--- src/rtl/state_key_loader_if.sv ---
// Handshake and matrix bus between the byte-serial loader and its upstream/downstream stages.
// The slave modport is the loader side; the master modport is the environment side.
interface state_key_loader_if;
  logic       abort;
  logic       in_valid;
  logic       in_ready;
  logic [7:0] data_byte;
  logic [7:0] key_byte;
  logic       out_valid;
  logic       out_ready;
  logic [4:0] fill_count;
  logic [7:0] data_row1_col1, data_row2_col1, data_row3_col1, data_row4_col1;
  logic [7:0] data_row1_col2, data_row2_col2, data_row3_col2, data_row4_col2;
  logic [7:0] data_row1_col3, data_row2_col3, data_row3_col3, data_row4_col3;
  logic [7:0] data_row1_col4, data_row2_col4, data_row3_col4, data_row4_col4;
  logic [7:0] key_row1_col1, key_row2_col1, key_row3_col1, key_row4_col1;
  logic [7:0] key_row1_col2, key_row2_col2, key_row3_col2, key_row4_col2;
  logic [7:0] key_row1_col3, key_row2_col3, key_row3_col3, key_row4_col3;
  logic [7:0] key_row1_col4, key_row2_col4, key_row3_col4, key_row4_col4;

  modport slave (
    input  abort, in_valid, data_byte, key_byte, out_ready,
    output in_ready, out_valid, fill_count,
    output data_row1_col1, data_row2_col1, data_row3_col1, data_row4_col1,
    output data_row1_col2, data_row2_col2, data_row3_col2, data_row4_col2,
    output data_row1_col3, data_row2_col3, data_row3_col3, data_row4_col3,
    output data_row1_col4, data_row2_col4, data_row3_col4, data_row4_col4,
    output key_row1_col1, key_row2_col1, key_row3_col1, key_row4_col1,
    output key_row1_col2, key_row2_col2, key_row3_col2, key_row4_col2,
    output key_row1_col3, key_row2_col3, key_row3_col3, key_row4_col3,
    output key_row1_col4, key_row2_col4, key_row3_col4, key_row4_col4
  );

  modport master (
    output abort, in_valid, data_byte, key_byte, out_ready,
    input  in_ready, out_valid, fill_count,
    input  data_row1_col1, data_row2_col1, data_row3_col1, data_row4_col1,
    input  data_row1_col2, data_row2_col2, data_row3_col2, data_row4_col2,
    input  data_row1_col3, data_row2_col3, data_row3_col3, data_row4_col3,
    input  data_row1_col4, data_row2_col4, data_row3_col4, data_row4_col4,
    input  key_row1_col1, key_row2_col1, key_row3_col1, key_row4_col1,
    input  key_row1_col2, key_row2_col2, key_row3_col2, key_row4_col2,
    input  key_row1_col3, key_row2_col3, key_row3_col3, key_row4_col3,
    input  key_row1_col4, key_row2_col4, key_row3_col4, key_row4_col4
  );
endinterface

--- src/rtl/state_key_loader.sv ---
// Byte-serial loader assembling 4x4 data and key matrices (AES column-major) for AddRoundKey.
// Presents both matrices in parallel and holds them until the downstream handshake.
module state_key_loader #(
  parameter bit CLEAR_ON_ACCEPT = 1'b1
) (
  input logic               clk,
  input logic               rst_n,
  state_key_loader_if.slave bus
);
  typedef enum logic {FILL, FULL} state_t;

  state_t     state, state_nx;
  logic [4:0] fill_q, fill_nx;
  logic       in_ready_q, out_valid_q;
  logic       accept, transfer, wr_en, clr;
  logic [7:0] data_m [16];
  logic [7:0] key_m  [16];

  // Storage index is the stream index k, so k = (col-1)*4 + (row-1).
  always_comb begin
    state_nx = state;
    fill_nx  = fill_q;
    wr_en    = 1'b0;
    clr      = 1'b0;
    accept   = bus.in_valid & in_ready_q;
    transfer = out_valid_q & bus.out_ready;
    if (bus.abort) begin
      state_nx = FILL;
      fill_nx  = '0;
      clr      = 1'b1;
    end else begin
      case (state)
        FILL: if (accept) begin
          wr_en   = 1'b1;
          fill_nx = fill_q + 5'd1;
          if (fill_q == 5'd15) state_nx = FULL;
        end
        FULL: if (transfer) begin
          state_nx = FILL;
          fill_nx  = '0;
          clr      = CLEAR_ON_ACCEPT;
        end
        default: state_nx = FILL;
      endcase
    end
  end

  always_ff @(posedge clk or negedge rst_n) begin
    if (!rst_n) begin
      state       <= FILL;
      fill_q      <= '0;
      in_ready_q  <= 1'b0;
      out_valid_q <= 1'b0;
      for (int unsigned i = 0; i < 16; i++) begin
        data_m[i] <= '0;
        key_m[i]  <= '0;
      end
    end else begin
      state       <= state_nx;
      fill_q      <= fill_nx;
      in_ready_q  <= (state_nx == FILL);
      out_valid_q <= (state_nx == FULL);
      if (clr) begin
        for (int unsigned i = 0; i < 16; i++) begin
          data_m[i] <= '0;
          key_m[i]  <= '0;
        end
      end else if (wr_en) begin
        data_m[fill_q[3:0]] <= bus.data_byte;
        key_m[fill_q[3:0]]  <= bus.key_byte;
      end
    end
  end

  assign bus.in_ready   = in_ready_q;
  assign bus.out_valid  = out_valid_q;
  assign bus.fill_count = fill_q;

  assign bus.data_row1_col1 = data_m[0];
  assign bus.data_row2_col1 = data_m[1];
  assign bus.data_row3_col1 = data_m[2];
  assign bus.data_row4_col1 = data_m[3];
  assign bus.data_row1_col2 = data_m[4];
  assign bus.data_row2_col2 = data_m[5];
  assign bus.data_row3_col2 = data_m[6];
  assign bus.data_row4_col2 = data_m[7];
  assign bus.data_row1_col3 = data_m[8];
  assign bus.data_row2_col3 = data_m[9];
  assign bus.data_row3_col3 = data_m[10];
  assign bus.data_row4_col3 = data_m[11];
  assign bus.data_row1_col4 = data_m[12];
  assign bus.data_row2_col4 = data_m[13];
  assign bus.data_row3_col4 = data_m[14];
  assign bus.data_row4_col4 = data_m[15];

  assign bus.key_row1_col1 = key_m[0];
  assign bus.key_row2_col1 = key_m[1];
  assign bus.key_row3_col1 = key_m[2];
  assign bus.key_row4_col1 = key_m[3];
  assign bus.key_row1_col2 = key_m[4];
  assign bus.key_row2_col2 = key_m[5];
  assign bus.key_row3_col2 = key_m[6];
  assign bus.key_row4_col2 = key_m[7];
  assign bus.key_row1_col3 = key_m[8];
  assign bus.key_row2_col3 = key_m[9];
  assign bus.key_row3_col3 = key_m[10];
  assign bus.key_row4_col3 = key_m[11];
  assign bus.key_row1_col4 = key_m[12];
  assign bus.key_row2_col4 = key_m[13];
  assign bus.key_row3_col4 = key_m[14];
  assign bus.key_row4_col4 = key_m[15];
endmodule
--- src/flat_wrapper.sv ---
// flat-port wrapper written by rule: the top's interface ports become plain ports
module state_key_loader_flat 
#(
  parameter bit CLEAR_ON_ACCEPT = 1'b1
)
  (clk, rst_n, bus_abort, bus_in_valid, bus_data_byte, bus_key_byte, bus_out_ready, bus_in_ready, bus_out_valid, bus_fill_count, bus_data_row1_col1, bus_data_row2_col1, bus_data_row3_col1, bus_data_row4_col1, bus_data_row1_col2, bus_data_row2_col2, bus_data_row3_col2, bus_data_row4_col2, bus_data_row1_col3, bus_data_row2_col3, bus_data_row3_col3, bus_data_row4_col3, bus_data_row1_col4, bus_data_row2_col4, bus_data_row3_col4, bus_data_row4_col4, bus_key_row1_col1, bus_key_row2_col1, bus_key_row3_col1, bus_key_row4_col1, bus_key_row1_col2, bus_key_row2_col2, bus_key_row3_col2, bus_key_row4_col2, bus_key_row1_col3, bus_key_row2_col3, bus_key_row3_col3, bus_key_row4_col3, bus_key_row1_col4, bus_key_row2_col4, bus_key_row3_col4, bus_key_row4_col4);
  state_key_loader_if bus_i ();
  input logic clk;
  input logic rst_n;
  input wire logic [$bits(bus_i.abort)-1:0] bus_abort;
  input wire logic [$bits(bus_i.in_valid)-1:0] bus_in_valid;
  input wire logic [$bits(bus_i.data_byte)-1:0] bus_data_byte;
  input wire logic [$bits(bus_i.key_byte)-1:0] bus_key_byte;
  input wire logic [$bits(bus_i.out_ready)-1:0] bus_out_ready;
  output wire logic [$bits(bus_i.in_ready)-1:0] bus_in_ready;
  output wire logic [$bits(bus_i.out_valid)-1:0] bus_out_valid;
  output wire logic [$bits(bus_i.fill_count)-1:0] bus_fill_count;
  output wire logic [$bits(bus_i.data_row1_col1)-1:0] bus_data_row1_col1;
  output wire logic [$bits(bus_i.data_row2_col1)-1:0] bus_data_row2_col1;
  output wire logic [$bits(bus_i.data_row3_col1)-1:0] bus_data_row3_col1;
  output wire logic [$bits(bus_i.data_row4_col1)-1:0] bus_data_row4_col1;
  output wire logic [$bits(bus_i.data_row1_col2)-1:0] bus_data_row1_col2;
  output wire logic [$bits(bus_i.data_row2_col2)-1:0] bus_data_row2_col2;
  output wire logic [$bits(bus_i.data_row3_col2)-1:0] bus_data_row3_col2;
  output wire logic [$bits(bus_i.data_row4_col2)-1:0] bus_data_row4_col2;
  output wire logic [$bits(bus_i.data_row1_col3)-1:0] bus_data_row1_col3;
  output wire logic [$bits(bus_i.data_row2_col3)-1:0] bus_data_row2_col3;
  output wire logic [$bits(bus_i.data_row3_col3)-1:0] bus_data_row3_col3;
  output wire logic [$bits(bus_i.data_row4_col3)-1:0] bus_data_row4_col3;
  output wire logic [$bits(bus_i.data_row1_col4)-1:0] bus_data_row1_col4;
  output wire logic [$bits(bus_i.data_row2_col4)-1:0] bus_data_row2_col4;
  output wire logic [$bits(bus_i.data_row3_col4)-1:0] bus_data_row3_col4;
  output wire logic [$bits(bus_i.data_row4_col4)-1:0] bus_data_row4_col4;
  output wire logic [$bits(bus_i.key_row1_col1)-1:0] bus_key_row1_col1;
  output wire logic [$bits(bus_i.key_row2_col1)-1:0] bus_key_row2_col1;
  output wire logic [$bits(bus_i.key_row3_col1)-1:0] bus_key_row3_col1;
  output wire logic [$bits(bus_i.key_row4_col1)-1:0] bus_key_row4_col1;
  output wire logic [$bits(bus_i.key_row1_col2)-1:0] bus_key_row1_col2;
  output wire logic [$bits(bus_i.key_row2_col2)-1:0] bus_key_row2_col2;
  output wire logic [$bits(bus_i.key_row3_col2)-1:0] bus_key_row3_col2;
  output wire logic [$bits(bus_i.key_row4_col2)-1:0] bus_key_row4_col2;
  output wire logic [$bits(bus_i.key_row1_col3)-1:0] bus_key_row1_col3;
  output wire logic [$bits(bus_i.key_row2_col3)-1:0] bus_key_row2_col3;
  output wire logic [$bits(bus_i.key_row3_col3)-1:0] bus_key_row3_col3;
  output wire logic [$bits(bus_i.key_row4_col3)-1:0] bus_key_row4_col3;
  output wire logic [$bits(bus_i.key_row1_col4)-1:0] bus_key_row1_col4;
  output wire logic [$bits(bus_i.key_row2_col4)-1:0] bus_key_row2_col4;
  output wire logic [$bits(bus_i.key_row3_col4)-1:0] bus_key_row3_col4;
  output wire logic [$bits(bus_i.key_row4_col4)-1:0] bus_key_row4_col4;
  assign bus_i.abort = bus_abort;
  assign bus_i.in_valid = bus_in_valid;
  assign bus_i.data_byte = bus_data_byte;
  assign bus_i.key_byte = bus_key_byte;
  assign bus_i.out_ready = bus_out_ready;
  assign bus_in_ready = bus_i.in_ready;
  assign bus_out_valid = bus_i.out_valid;
  assign bus_fill_count = bus_i.fill_count;
  assign bus_data_row1_col1 = bus_i.data_row1_col1;
  assign bus_data_row2_col1 = bus_i.data_row2_col1;
  assign bus_data_row3_col1 = bus_i.data_row3_col1;
  assign bus_data_row4_col1 = bus_i.data_row4_col1;
  assign bus_data_row1_col2 = bus_i.data_row1_col2;
  assign bus_data_row2_col2 = bus_i.data_row2_col2;
  assign bus_data_row3_col2 = bus_i.data_row3_col2;
  assign bus_data_row4_col2 = bus_i.data_row4_col2;
  assign bus_data_row1_col3 = bus_i.data_row1_col3;
  assign bus_data_row2_col3 = bus_i.data_row2_col3;
  assign bus_data_row3_col3 = bus_i.data_row3_col3;
  assign bus_data_row4_col3 = bus_i.data_row4_col3;
  assign bus_data_row1_col4 = bus_i.data_row1_col4;
  assign bus_data_row2_col4 = bus_i.data_row2_col4;
  assign bus_data_row3_col4 = bus_i.data_row3_col4;
  assign bus_data_row4_col4 = bus_i.data_row4_col4;
  assign bus_key_row1_col1 = bus_i.key_row1_col1;
  assign bus_key_row2_col1 = bus_i.key_row2_col1;
  assign bus_key_row3_col1 = bus_i.key_row3_col1;
  assign bus_key_row4_col1 = bus_i.key_row4_col1;
  assign bus_key_row1_col2 = bus_i.key_row1_col2;
  assign bus_key_row2_col2 = bus_i.key_row2_col2;
  assign bus_key_row3_col2 = bus_i.key_row3_col2;
  assign bus_key_row4_col2 = bus_i.key_row4_col2;
  assign bus_key_row1_col3 = bus_i.key_row1_col3;
  assign bus_key_row2_col3 = bus_i.key_row2_col3;
  assign bus_key_row3_col3 = bus_i.key_row3_col3;
  assign bus_key_row4_col3 = bus_i.key_row4_col3;
  assign bus_key_row1_col4 = bus_i.key_row1_col4;
  assign bus_key_row2_col4 = bus_i.key_row2_col4;
  assign bus_key_row3_col4 = bus_i.key_row3_col4;
  assign bus_key_row4_col4 = bus_i.key_row4_col4;
  state_key_loader #(.CLEAR_ON_ACCEPT(CLEAR_ON_ACCEPT)) u_core (.clk(clk), .rst_n(rst_n), .bus(bus_i));
endmodule
--- config.mk ---
export PLATFORM = sky130hd
export DESIGN_NAME = state_key_loader_flat
export DESIGN_NICKNAME = d
export VERILOG_FILES = /design/src/rtl/state_key_loader_if.sv /design/src/rtl/state_key_loader.sv /design/src/flat_wrapper.sv
export SDC_FILE = /design/constraint.sdc
export NUM_CORES = 1
export LEC_CHECK = 0
export CAP_MARGIN = 10
export CORE_MARGIN = 4
export CORE_UTILIZATION = 44
export CTS_CLUSTER_DIAMETER = 50
export DETAILED_ROUTE_END_ITERATION = 6
export PLACE_DENSITY = 0.82
export SYNTH_ARGS = -nofsm -noshare
export SYNTH_HDL_FRONTEND = slang
export SYNTH_SLANG_ARGS = --single-unit
--- constraint.sdc ---
create_clock -name clk -period 3.6 [get_ports clk]
set_clock_uncertainty 0.1 [all_clocks]
set_input_delay 0.36 -clock clk [delete_from_list [all_inputs] [get_ports clk]]
set_output_delay 0.36 -clock clk [all_outputs]
set_load 0.005 [all_outputs]
Figure 1. Routed clock nets over the placement (run 1).
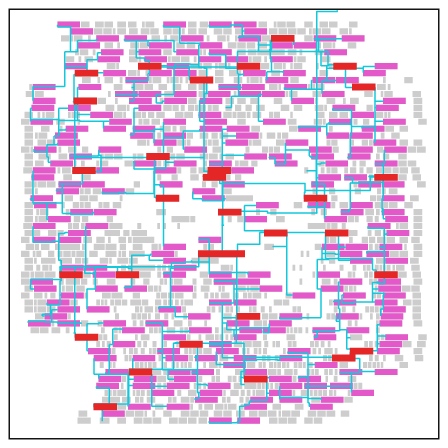
- flip-flops: magenta (count 263)
- clock drivers: red (count 31)
- clock wires: cyan (length 3230 µm)
- flops lie: widely spread
- routed clock nets: 32
Clock group: 0.00322 W
clk_lat worst skew: 0.54 ns
Clock power frac: 48.8%

Figure 2. Met4 routing (run 1).
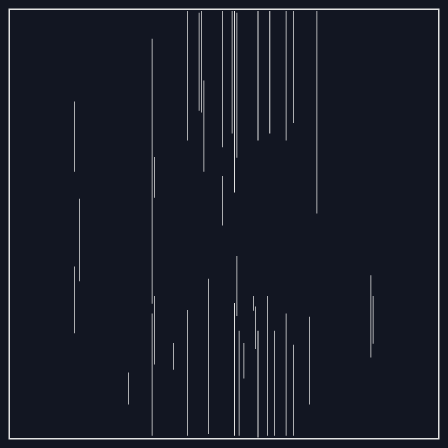
- main direction: vertical
- share of all routed wire: 4.3%
- nets with wire on the layer: 33
Detailed Route WL: 36.0 mm
DR vias: 9211

Figure 3. Cell classes on the final placement (run 1).
Bar = 50 µm.
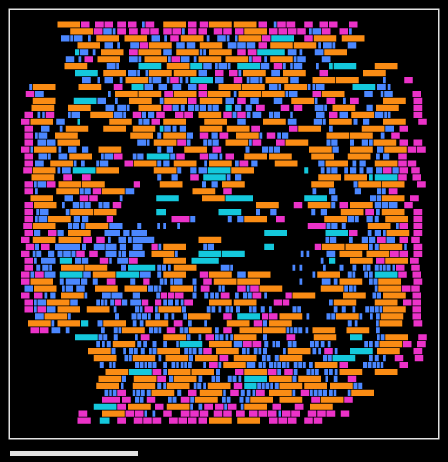
- clock drivers and dummy loads: cyan (cells 52)
- remaining buffers and delay cells: magenta (cells 300)
- combinational and other logic: blue (cells 682)
- sequential cells: orange (cells 263)
sequential share of cell area: 43.6%
Layout Utilization: 60.2%
Std-Cell Rows: 58
Core ar.: 25100 µm²
Finished Cell Area: 15100 µm²

run 1: worst min-delay path by stage:
stage | start | to | slack, ns | cells past startpoint
6_report | rst_n | u_core.bus.data_row4_col1[7]$_DFFE_PN0P_ | 0.31 | 2
3_5_place_dp | rst_n | u_core.bus.data_row1_col1[0]$_DFFE_PN0P_ | 0.31 | 1
5_1_grt | rst_n | u_core.bus.data_row4_col1[7]$_DFFE_PN0P_ | 0.37 | 2
3_3_place_gp | rst_n | u_core.bus.data_row1_col1[0]$_DFFE_PN0P_ | 0.31 | 1
2_1_floorplan | rst_n | u_core.bus.data_row1_col1[0]$_DFFE_PN0P_ | -0.04 | 0
4_1_cts | rst_n | u_core.bus.data_row4_col1[7]$_DFFE_PN0P_ | 0.34 | 2
==> out/metrics.yaml, run 1 <==
status: "finished clean"
clk_pin_slew_worst_paths_ns: 0.06
timing.hold.ws_ns: 0.311
r2r-end: "u_core.bus.key_row1_col4[3]$_DFFE_PN0P_"
p_comb_w: 0.000379
syn_area_per_cell_um2: 10.6
r2r_start: "u_core.bus.fill_count[3]$_DFFE_PN0P_"
ys_cells: 1054
power_frac_seq_pct: 45.5
dominant_cells: "sequential cells"
syn-instance-count: 1054
dp_hpwl_mm: 24.1
cp_max_fo: 18
pin_count: 284
clock-sinks: 263
top_power_group: "clock"
p_leak_nw: 6.80
cp-start-kind: "flip-flop"
fin_nets: 1304
drt_iter0_drc: 881
grtUsageTotal_pct: 24.9
comb_cells: 678
area_growth_syn_to_layout_pct: 35.0
flops: 263
ys_types: 43
use_met3_pct: 5.67
grt_antenna_before_repair: 0
cts_setup_buffers: 0
final.setup.worst_slack_ns: 0.833
initCoreUtil_pct: 44.6
finalClockPeriodUsage_pct: 76.9
seqCellArea_um2: 6580
clockBufferDepth: 3
cts_resized: 0
aoi_share_pct: 11.8
buf_share_pct: 19.9
maxCapViolCount: 0
yosys-top-cells-count: "dfrtp_1 (263), nand2_1 (210), o21ai_0 (138), mux2i_1 (101), nand3_1 (95)"
n_tap_cell: 330
die_area_um2: 28100
intPower_w: 0.00506
crit_cells: 3
syn_area_um2: 11200
irDropWorstVdd_uv: 304
synth-edff-count: 0
Figure 4. Congestion heat map (run 1).
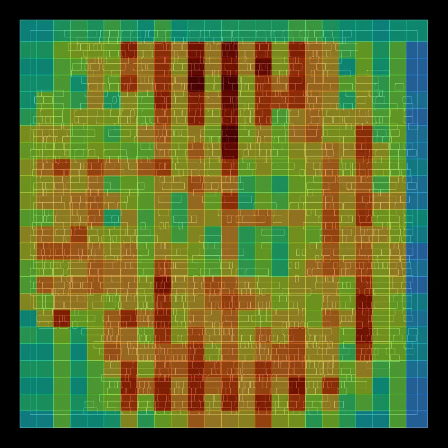

==> run 2: changes to the inputs <==
Settings changed: PLACE_DENSITY 0.82 to 0.85.
Clock period 3.6 ns to 2.26 ns, I/O delays scaled along.
Figure 5. Congestion heat map (run 2).
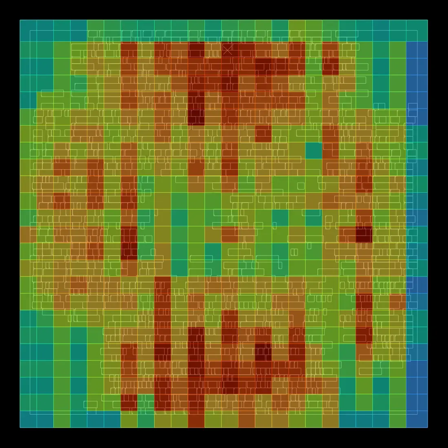
GRT Util Overall: 25.4%
routed len/inst: 21.9 µm
M3 GR Usage: 4.56%
M1 GR Usage: 33.9%
Layout Utilization: 61.6%

Figure 6. Met4 routing (run 2).
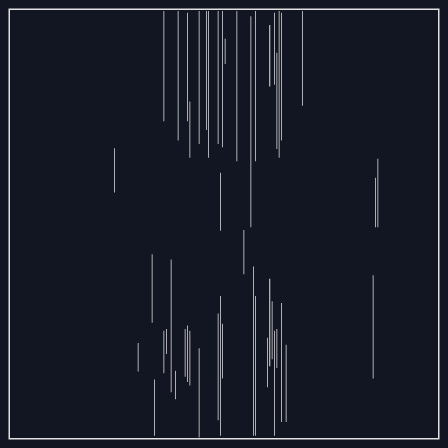
- share of all routed wire: 4.6%
- nets with wire on the layer: 42
- wire length on this layer: 1690 µm
- longest straight run: 82.3 µm
DR vias: 9503
Detailed Route WL: 36.5 mm

==> run 2 against run 1 <==
Net effect:
- the flow now finishes with violations (DRC)
- global-route usage grew 0.46 points
- sequential share of layout area decreased by 1.0 points
- count of clock-buffer cells in the layout fell by 3
==> out/metrics.yaml, run 2 <==
status: "finished, violations left"  # was finished clean
violations: "DRC"
holdBufCountCts: 1  # unchanged
syn_area_per_cell_um2: 10.6  # unchanged
fin_area_um2: 15500  # was 15100 µm²
drc: 1  # was 0
final.setup.worst_slack_ns: 0.122  # was 0.833 ns
p_comb_w: 0.000655  # was 0.000379 W
numCtsBuffers: 29  # was 31
grt_antenna_before_repair: 0  # unchanged
finalClockPeriodUsage_pct: 94.6
tightestPinTransition_ns: 0.556  # was 0.915 ns
top_cell: "dfrtp_1"  # unchanged
area_growth_syn_to_layout_pct: 38.2  # was 35.0%
drt_iter0_drc: 1104  # was 881
syn-instance-count: 1054  # unchanged
die_area_um2: 28100  # unchanged
clock-sinks: 263  # unchanged
r2r_start: "u_core.bus.fill_count[0]$_DFFE_PN0P_"  # was u_core.bus.fill_count[3]$_DFFE_PN0P_
coreArea_um2: 25100  # unchanged
cp_max_fo: 11  # was 18
max_freq_mhz: 468
setup-tns-final_ns: 0  # unchanged
initCoreUtil_pct: 44.6  # unchanged
dp_hpwl_mm: 24.8  # was 24.1 mm
crit_cells: 2  # was 3
yosys-top-cells-count: "dfrtp_1 (263), nand2_1 (210), o21ai_0 (138), mux2i_1 (101), nand3_1 (95)"  # unchanged
pin_count: 284  # unchanged
cts_setup_buffers: 0  # unchanged
rows: 58  # unchanged
irDropWorstVdd_uv: 500  # was 304 µV
diodes: 0  # unchanged
timing.hold.ws_ns: 0.125  # was 0.311 ns
maxCapViolCount: 0  # unchanged
path_buffers: 2  # was 0
intPower_w: 0.00786  # was 0.00506 W
ys_types: 43  # unchanged
r2r-end: "u_core.bus.data_row3_col3[0]$_DFFE_PN0P_"  # was u_core.bus.key_row1_col4[3]$_DFFE_PN0P_
syn_area_um2: 11200  # unchanged
grt_pass1_wl_mm: 56.9  # was 55.7 mm
clk_pin_slew_worst_paths_ns: 0.06  # about the same
placedCellCount: 1613  # was 1574
p_leak_nw: 7.00  # was 6.80 nW
ys_cells: 1054  # unchanged
synth-edff-count: 0  # unchanged
power_frac_seq_pct: 46.2  # was 45.5%
top_power_group: "clock"  # unchanged
fin_nets: 1341  # was 1304
clockBufferDepth: 3  # unchanged
insertion_delay_ns: 0.54  # about the same
Figure 7. Routed clock nets over the placement (run 2).
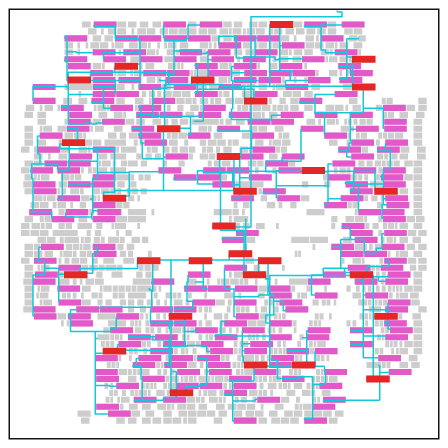
- flip-flops: magenta (count 263)
- clock wires: cyan (length 3180 µm)
- clock drivers: red (count 29)
- flops lie: widely spread
Clock group: 0.00491 W
Clock power frac: 47.4%

run 2: final cells by class:
type | instances | area [µm²] | share of cell area (%)
flip-flops and latches | 263 | 6580 | 42.6
clock inverters | 19 | 221 | 1.43
clock buffers | 34 | 795 | 5.14
repair buffers | 339 | 3400 | 22.0
multi-input cells | 678 | 4040 | 26.1
well taps | 330 | 413 | 2.67
inverters | 4 | 15.0 | 0.0971
run 2: cells by family after synthesis:
kind of cell             after synthesis  synth area share, %
AND-OR/OR-AND                        229                 11.8
multiplexers                         101                 9.03
flip-flops                           263                 58.8
AND/OR/NAND/NOR                      342                 14.4
buffers and inverters                113                 5.32
adder cells (fa/ha/maj)                5                0.559
XOR/XNOR                               1               0.0783
Power and IR drop assume default switching activity.
